[config.mk]
export PLATFORM = sky130hd
export DESIGN_NAME = switch_debouncer
export DESIGN_NICKNAME = d
export VERILOG_FILES = /design/src/rtl/switch_debouncer.sv
export SDC_FILE = /design/constraint.sdc
export NUM_CORES = 1
export LEC_CHECK = 0
export CORE_UTILIZATION = 57
export CTS_BUF_LIST = sky130_fd_sc_hd__clkbuf_8 sky130_fd_sc_hd__clkbuf_16
export DETAILED_ROUTE_END_ITERATION = 7
export PLACE_DENSITY = 0.83
export SLEW_MARGIN = 20
export SYNTH_ARGS = -nofsm -noshare
export SYNTH_HDL_FRONTEND = slang
export SYNTH_SLANG_ARGS = --single-unit
[constraint.sdc]
create_clock -name clk_2 -period 1.9 [get_ports clk_2]
set_input_delay 0.19 -clock clk_2 [delete_from_list [all_inputs] [get_ports clk_2]]
set_output_delay 0.19 -clock clk_2 [all_outputs]
set_load 0.01 [all_outputs]
[src/rtl/switch_debouncer.sv]
// Purpose: synchronise and debounce the raw switch bus; emit the stable levels, per-bit edge pulses and a settled flag.
// Latency: a held input change reaches sw_stable at edge SYNC_STAGES+DEBOUNCE_CYCLES-1; all outputs are registered.
// Backpressure: none; free-running conditioner that samples every clk_2 cycle and never stalls.
module switch_debouncer #(
  parameter int NBITS_SW        = 8,
  parameter int DEBOUNCE_CYCLES = 4,
  parameter int SYNC_STAGES     = 2
) (
  input  logic                clk_2,
  input  logic                reset_n,
  input  logic [NBITS_SW-1:0] SWI,
  output logic [NBITS_SW-1:0] sw_stable,
  output logic [NBITS_SW-1:0] sw_rise,
  output logic [NBITS_SW-1:0] sw_fall,
  output logic                sw_change,
  output logic                ready
);

  localparam int CW     = $clog2(DEBOUNCE_CYCLES + 1);
  localparam int SETTLE = SYNC_STAGES + DEBOUNCE_CYCLES;
  localparam int SCW    = $clog2(SETTLE + 1);

  localparam logic [CW-1:0]  CNT_LAST = CW'(DEBOUNCE_CYCLES - 1);
  localparam logic [SCW-1:0] SETTLE_V = SCW'(SETTLE);

  // Synchroniser chain; index 0 is the first stage, the top index feeds the filter.
  logic [SYNC_STAGES-1:0][NBITS_SW-1:0] sync_q;
  logic [NBITS_SW-1:0]                  sync_out;

  // Per-bit disagreement counters and their next values.
  logic [NBITS_SW-1:0][CW-1:0] cnt;
  logic [NBITS_SW-1:0][CW-1:0] cnt_nxt;
  logic [NBITS_SW-1:0]         stable_nxt;
  logic [NBITS_SW-1:0]         rise_nxt;
  logic [NBITS_SW-1:0]         fall_nxt;

  // Settle tracking: rel_q marks that the reset release has been sampled.
  logic           rel_q;
  logic [SCW-1:0] settle_cnt;
  logic [SCW-1:0] settle_nxt;

  assign sync_out = sync_q[SYNC_STAGES-1];

  // Shift raw switch levels through the synchroniser flops with no logic in between.
  always_ff @(posedge clk_2 or negedge reset_n) begin
    if (!reset_n) begin
      sync_q <= '0;
    end else begin
      sync_q <= {sync_q[SYNC_STAGES-2:0], SWI};
    end
  end

  // Per-bit filter: count consecutive disagreeing cycles, accept on the last one.
  always_comb begin
    cnt_nxt    = '0;
    stable_nxt = sw_stable;
    rise_nxt   = '0;
    fall_nxt   = '0;
    for (int i = 0; i < NBITS_SW; i++) begin
      if (sync_out[i] != sw_stable[i]) begin
        if (cnt[i] == CNT_LAST) begin
          stable_nxt[i] = sync_out[i];
          rise_nxt[i]   = sync_out[i];
          fall_nxt[i]   = ~sync_out[i];
        end else begin
          cnt_nxt[i] = cnt[i] + 1'b1;
        end
      end
    end
  end

  // Register filter state and the edge pulses; sw_change covers every bit in the same cycle.
  always_ff @(posedge clk_2 or negedge reset_n) begin
    if (!reset_n) begin
      cnt       <= '0;
      sw_stable <= '0;
      sw_rise   <= '0;
      sw_fall   <= '0;
      sw_change <= 1'b0;
    end else begin
      cnt       <= cnt_nxt;
      sw_stable <= stable_nxt;
      sw_rise   <= rise_nxt;
      sw_fall   <= fall_nxt;
      sw_change <= |(rise_nxt | fall_nxt);
    end
  end

  // Settle counter advances only after the release has been sampled and saturates at the settle length.
  always_comb begin
    settle_nxt = settle_cnt;
    if (rel_q && (settle_cnt != SETTLE_V)) begin
      settle_nxt = settle_cnt + 1'b1;
    end
  end

  // ready rises on the edge the settle counter reaches its limit and holds until the next reset.
  always_ff @(posedge clk_2 or negedge reset_n) begin
    if (!reset_n) begin
      rel_q      <= 1'b0;
      settle_cnt <= '0;
      ready      <= 1'b0;
    end else begin
      rel_q      <= 1'b1;
      settle_cnt <= settle_nxt;
      if (settle_nxt == SETTLE_V) begin
        ready <= 1'b1;
      end
    end
  end

endmodule

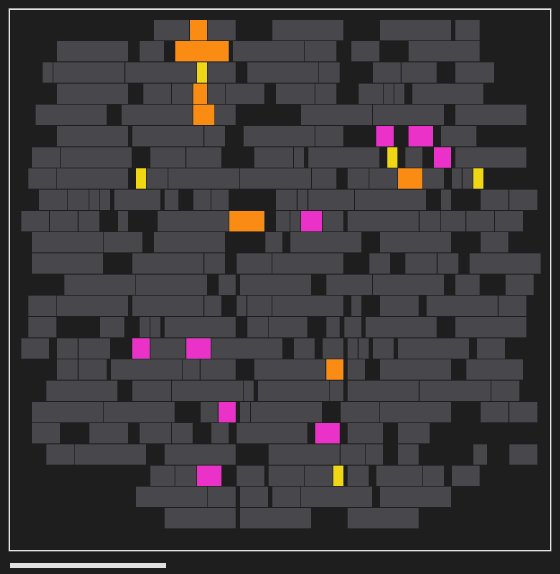
run_1/gate_families.png
The bar under the picture is 20 um long.
Key: orange = inverting AOI/OAI gates [cells 7]; yellow = inverters [cells 5]; magenta = AND and OR gates [cells 9]
most frequent logic cell in the layout: dfrtp_1
combinational share of cell area: 0.251
fin cells: 284

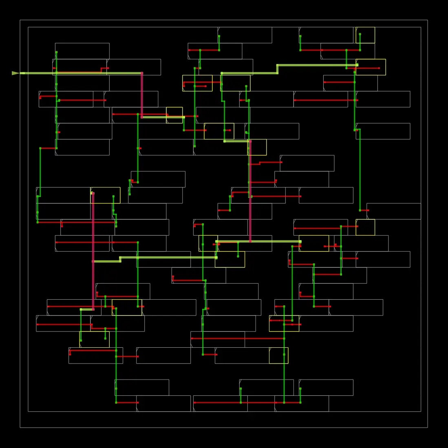
run_1/final_clocks.png
power of the clock network: 0.00110 W
worst skew pair latency: 0.34 ns
Fin Clk Skew: 0.00786 ns
CTS buffer count: 9

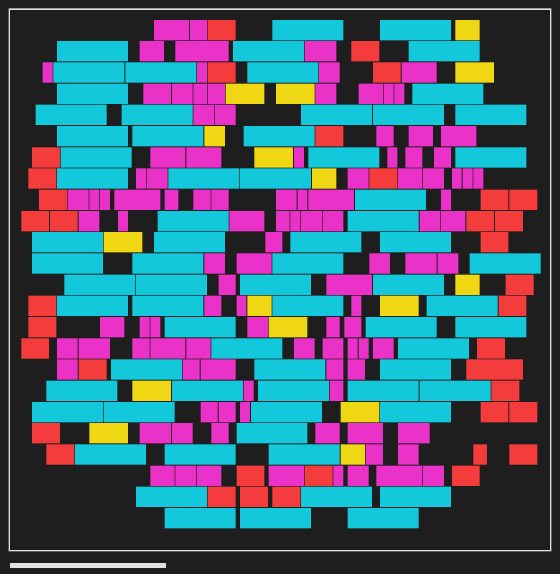
run_1/cell_classes.png
The bar under the picture is 20 um long.
Key: magenta = all other logic [cells 109, share of their area 26%]; red = other buffers and delay cells [cells 37, share of their area 12%]; yellow = clock drivers and dummy loads [cells 16, share of their area 6.0%]; cyan = flip-flops [cells 70, share of their area 56%]
fin area: 3200 um2
# rows: 24

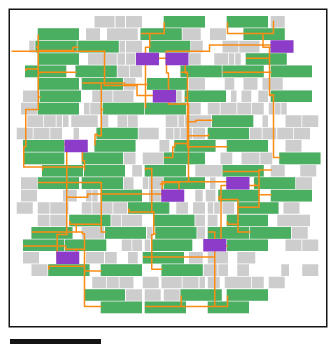
run_1/clock_map.png
The bar under the picture is 20 um long.
Key: green = flip-flops [count 70]; purple = cells driving clock nets [count 9]; orange = clock wires [length 680 um]
Position of the flops: spread over the die. There are 10 routed clock nets.

run 1: cell type report:
class	count	area [um2]	area share
inverters	5	18.8	0.00586
well taps	52	65.1	0.0203
multi-input cells	104	805	0.251
flip-flops and latches	70	1750	0.547
clock buffers	10	138	0.0430
repair buffers	37	375	0.117
clock inverters	6	51.3	0.0160
run 1: registers in the layout (all words and copies together), names as in the netlist:
signal and cells:
cnt 24, sw_fall 8, sw_rise 8, sw_stable 8
sync_out 8, sync_q 8, settle_cnt 3, ready 1
rel_q 1, sw_change 1
run 1: where the power goes:
group,switching [W],internal (W),total [W]
clock network,0.000573,0.000532,0.00110
logic,0.000519,0.000614,0.00113
registers,0.000252,0.00179,0.00204
total,0.00134,0.00293,0.00428
==> out/metrics.cfg, run 1 <==
[yosys]
ys_dominant_reg_cell = dfrtp_1
edf_count = 0
synth_cell_types = 29
top_logic_kind = simple AND/OR/NAND/NOR gates
topCellsByArea = dfrtp_1 (68%), nor3b_1 (7.0%), ha_1 (4.9%), xnor2_2 (2.5%), mux2_2 (2.2%)
synthMuxAreaShare = 0.0258
syn-num-nets = 199
async_flop_share = 1.00
yosysWarnings = 0
synth-xor-area-share = 0.0423
largest_area_cell = dfrtp_1
ys.flops = 70

[setup_path]
path_delay_family = buffers and inverters
rrSetupSlack_ns = 0.57
arrival_ns = 1.36
reg2reg_to = ready
regToRegStartpoint = settle_cnt[0]
cp.buffers_inverters = 1
cp_max_fo = 5
crit_cells = 1
critPathRequiredTime_ns = 1.71
critPathMaxStageDelay_ns = 0.57
endpoint_kind = output pin
crit_chain = clkdlybuf4s50_1

[hold_path]
hold_path.class = primary input to register
whs_path_depth = 1
min_to = sync_q[6]
hp-start = SWI[6]

[cells_and_area]
num-nets-final = 247
antenna_cells = 0
layout_top_cells = dfrtp_1 (70), clkdlybuf4s50_1 (34), nor3b_1 (24), nand2_1 (14)
layout-drive-gt1-share = 0.129
fillers = 269
fin_util = 0.736

[power_and_ir_drop]
peakVddDrop_mv = 0.765
power.density_nw_per_um2 = 1340
leakagePower_nw = 1.51
finalPower_w = 0.00428

[place]
gp_congestion = 0.663
dpl_cell_area_um2 = 3010
io_buffers = 35
place_ws_ns = 0.578
hpwlAfterDp_mm = 2.89

[grt]
grt_max_degree = 54
track_usage = 0.190
grt_pass1_wl_mm = 7.02
overflow = 0
met1_usage = 0.235
grt_pass1_vias = 1558
use_met3 = 0.0596

[detailed_routing]
wl_met1_mm = 1.78
wl_met2_mm = 2.07
drc = 0
antenna_left = 0
vias_per_cell = 5.29
wl_met3_um = 179
drtPass1Iterations = 4
drtIter0Drc = 39
wl_per_cell_um = 14.3

[clocking]
ctsResizeCount = 0
cts_buffer_depth = 2
root_buffer = clkbuf_8
cts-hold-fix-buffers = 1
postCtsSetupRepairBufs = 0

[flow_run]
drv_cap = 0
openroad.warnings = 27

[die]
die_x_um = 69.2
dieArea_um2 = 4790
fp-utilization = 0.591

[timing]
setup_viol = 0
finalSetupTns_ns = 0
period_used_share = 0.816
fin_ws_ns = 0.349
hold-worst-slack_ns = 0.278
rsz0062_at_grt = no

[run_status]
status = complete, no violations

--- run 2 (diff from run 1) ---
CORE_UTILIZATION = 48   (was 57)
PLACE_DENSITY = 0.74   (was 0.83)
clock period = 1.25 ns   (was 1.9 ns; I/O delays follow)
==> run 2 against run 1 <==
  * Critical path depth grew 3
  * Power grew 54%
  * Clock power grew 39%
  * Synthesized cell count is the same
  * Area after synthesis is the same
  * Register-to-register slack lost 0.54 ns
  * Worst setup slack lost 0.32 ns
  * Largest cell class unchanged
  * Highest routed layer unchanged
==> out/metrics.cfg, run 2 <==
[place]
hpwlAfterDp_mm = 2.55  ; was 2.89 mm
place_ws_ns = -0.0330  ; was 0.578 ns
dpl_cell_area_um2 = 3090  ; was 3010 um2
gp_congestion = 0.717  ; was 0.663
dp.cells = 293  ; was 267
io_buffers = 35  ; unchanged

[yosys]
yosysWarnings = 0  ; unchanged
ys_chip_area_um2 = 2570  ; unchanged
topCellsByArea = dfrtp_1 (68%), nor3b_1 (7.0%), ha_1 (4.9%), xnor2_2 (2.5%), mux2_2 (2.2%)  ; unchanged
yosys.area_share.adder = 0.0486  ; unchanged
top_cells_by_count = dfrtp_1 (70), nor3b_1 (24), nand2_1 (14)  ; unchanged
netlist_instances = 179  ; unchanged
largest_area_cell = dfrtp_1  ; unchanged
top_cell_area_share = 0.680  ; unchanged
edf_count = 0  ; unchanged
top_logic_kind = simple AND/OR/NAND/NOR gates  ; unchanged
ys_cells = 179  ; unchanged
yosysSeqAreaShare = 0.680  ; unchanged
syn-num-nets = 199  ; unchanged
synth-xor-area-share = 0.0423  ; unchanged
avgSynthCellArea_um2 = 14.4  ; unchanged
ys_dominant_reg_cell = dfrtp_1  ; unchanged
aoi_share = 0.0282  ; unchanged
ys.flops = 70  ; unchanged
syn-cell-area_um2 = 2570  ; unchanged
synth-simple-area-share = 0.166  ; unchanged
synthMuxAreaShare = 0.0258  ; unchanged
synth_cell_types = 29  ; unchanged
top_cell = dfrtp_1  ; unchanged
async_flop_share = 1.00  ; unchanged

[power_and_ir_drop]
p_int_w = 0.00458  ; was 0.00293 W
finalPower_w = 0.00659  ; was 0.00428 W
leakagePower_nw = 1.69  ; was 1.51 nW
powerComb_w = 0.00202  ; was 0.00113 W
swShare = 0.305  ; was 0.314
seqPwrFrac = 0.461  ; was 0.477
power.density_nw_per_um2 = 1970  ; was 1340 nW/um2
clock_power_share = 0.232  ; was 0.258
p_comb_frac = 0.307  ; was 0.265
largestPowerGroup = sequential cells  ; unchanged
p_switching_w = 0.00201  ; was 0.00134 W
clk-power_w = 0.00153  ; was 0.00110 W
peakVddDrop_mv = 1.52  ; was 0.765 mV
powerSeq_w = 0.00304  ; was 0.00204 W

[setup_path]
arrival_ns = 1.47  ; was 1.36 ns
endpoint_kind = register  ; was output pin
crit_chain = ha_2, or2b_1, buf_4, nor3b_1  ; was clkdlybuf4s50_1
critPathMaxStageDelay_ns = 0.36  ; was 0.57 ns
cp_slowest_cell = dfrtp_1  ; was clkdlybuf4s50_1
crit_type = register to register  ; was register to output pin
start_kind = register  ; unchanged
path_delay_family = simple AND/OR/NAND/NOR gates  ; was buffers and inverters
cp.buffers_inverters = 1  ; unchanged
cp_max_fo = 3  ; was 5
critPathRequiredTime_ns = 1.50  ; was 1.71 ns

[cells_and_area]
fillers = 408  ; was 269
layout-drive-gt1-share = 0.235  ; was 0.129
fin_cells = 321  ; was 284
antenna_cells = 0  ; unchanged
largest_register = cnt  ; unchanged
fin_util = 0.652  ; was 0.736
final_area_um2 = 3350  ; was 3200 um2
layout_top_cells = dfrtp_1 (67), dlygate4sd2_1 (26), nor3b_1 (24), buf_4 (19), nand2_1 (14)  ; was dfrtp_1 (70), clkdlybuf4s50_1 (34), nor3b_1 (24), nand2_1 (14)
largest_reg_flops = 24  ; unchanged
synthToLayoutAreaGrowth_pct = 30.2  ; was 24.4%
final_common_cell = dfrtp_1  ; unchanged
num-nets-final = 266  ; was 247

[grt]
use_met3 = 0.0602  ; was 0.0596
met1_usage = 0.199  ; was 0.235
grt_pass1_vias = 1508  ; was 1,558
overflow = 0  ; unchanged
use_met2 = 0.256  ; was 0.316
track_usage = 0.164  ; was 0.190
antenna_found_initial = 0  ; unchanged
grt_max_degree = 71  ; was 54
grt.busiest_layer = met2  ; unchanged
grt_pass1_wl_mm = 6.56  ; was 7.02 mm

[detailed_routing]
wl_per_cell_um = 12.6  ; was 14.3 um
drc = 0  ; unchanged
antenna_left = 0  ; unchanged
top_layer = met4  ; unchanged
wl_met3_um = 151  ; was 179 um
drtPass1Iterations = 4  ; unchanged
vias_per_cell = 4.75  ; was 5.29
drtIter0Drc = 49  ; was 39
wl_mm = 4.05  ; was 4.08 mm
wl_met2_mm = 2.08  ; was 2.07 mm
vias = 1526  ; was 1,503
wl_met1_mm = 1.74  ; was 1.78 mm

[clocking]
root_buffer = clkbuf_8  ; unchanged
postCtsSetupRepairBufs = 6  ; was 0
ctsResizeCount = 29  ; was 0
cts_buffer_depth = 2  ; unchanged
path_clk_slew_ns = 0.07  ; was 0.08 ns
cts-hold-fix-buffers = 1  ; unchanged
cts_buffers = 9  ; unchanged
cts_tree = built  ; unchanged
insertion_delay_ns = 0.34  ; about the same
cts-htree-levels = 3  ; unchanged

[flow_run]
openroad.warnings = 27  ; unchanged
drv_cap = 0  ; unchanged

[die]
fp-row-count = 26  ; was 24
coreArea_um2 = 5140  ; was 4350 um2
die_x_um = 75.2  ; was 69.2 um
fp-utilization = 0.501  ; was 0.591
dieArea_um2 = 5660  ; was 4790 um2
fp.dieH_um = 75.2  ; was 69.2 um
pin_count = 36  ; unchanged

[run_status]
status = complete, no violations  ; unchanged

[timing]
period_used_share = 0.976
setup_viol = 0  ; unchanged
fmax_mhz = 819
slew_violations = 0  ; unchanged
finalSetupTns_ns = 0  ; unchanged
hold_viol = 0  ; unchanged
fin_ws_ns = 0.0297  ; was 0.349 ns
hold-worst-slack_ns = 0.217  ; was 0.278 ns
period_minus_slack_ns = 1.22

[hold_path]
hold_path.class = primary input to register  ; unchanged

[run 2: worst paths after layout]
path / end / cells past startpoint / slack (ns) / startpoint
max reg2reg: sw_fall[1] / 4 / 0.03 / cnt[3]
min in group asynchronous: settle_cnt[0] / 3 / 0.32 / reset_n
max in group asynchronous: sw_stable[2] / 3 / 0.63 / reset_n
min reg2reg: sync_out[6] / 0 / 0.35 / sync_q[6]
max: sw_fall[1] / 4 / 0.03 / cnt[3]
min: sync_q[4] / 1 / 0.22 / SWI[4]
[run 2: area by class of cell]
type / instances / area [um2] / share of cell area
clock inverter: 6 / 28.8 / 0.00858
inverter: 5 / 18.8 / 0.00560
sequential: 70 / 1760 / 0.524
multi-input combinational: 104 / 840 / 0.250
tap: 70 / 87.6 / 0.0261
timing repair buffer: 56 / 485 / 0.145
clock buffer: 10 / 138 / 0.0410
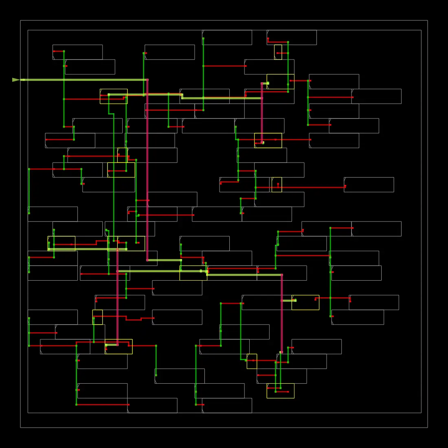
run_2/final_clocks.png
flip-flop and latch count: 70
Fin Clk Skew: 0.00747 ns
Sink Count: 70

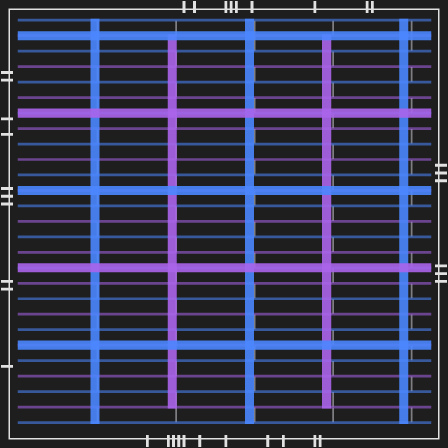
run_2/pdn.png
Pins as bars on the die edge. Tap cells in gray.
Key: purple = VDD; blue = VSS
5 straps on met5. 70 tap cells. 5 straps on met4. 27 met1 rails follow the rows. The core has 26 rows.

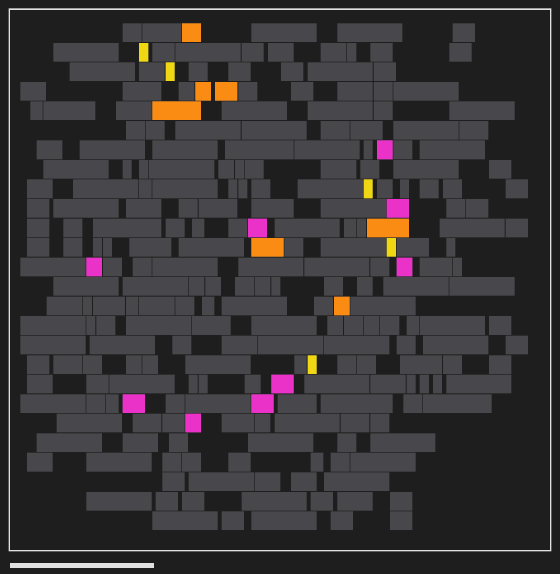
run_2/gate_families.png
The bar under the picture is 20 um long.
Key: orange = inverting AOI/OAI gates [cells 7]; yellow = inverters [cells 5]; magenta = AND and OR gates [cells 9]

Power figures rest on the tool's default switching activity, not on a simulated workload.
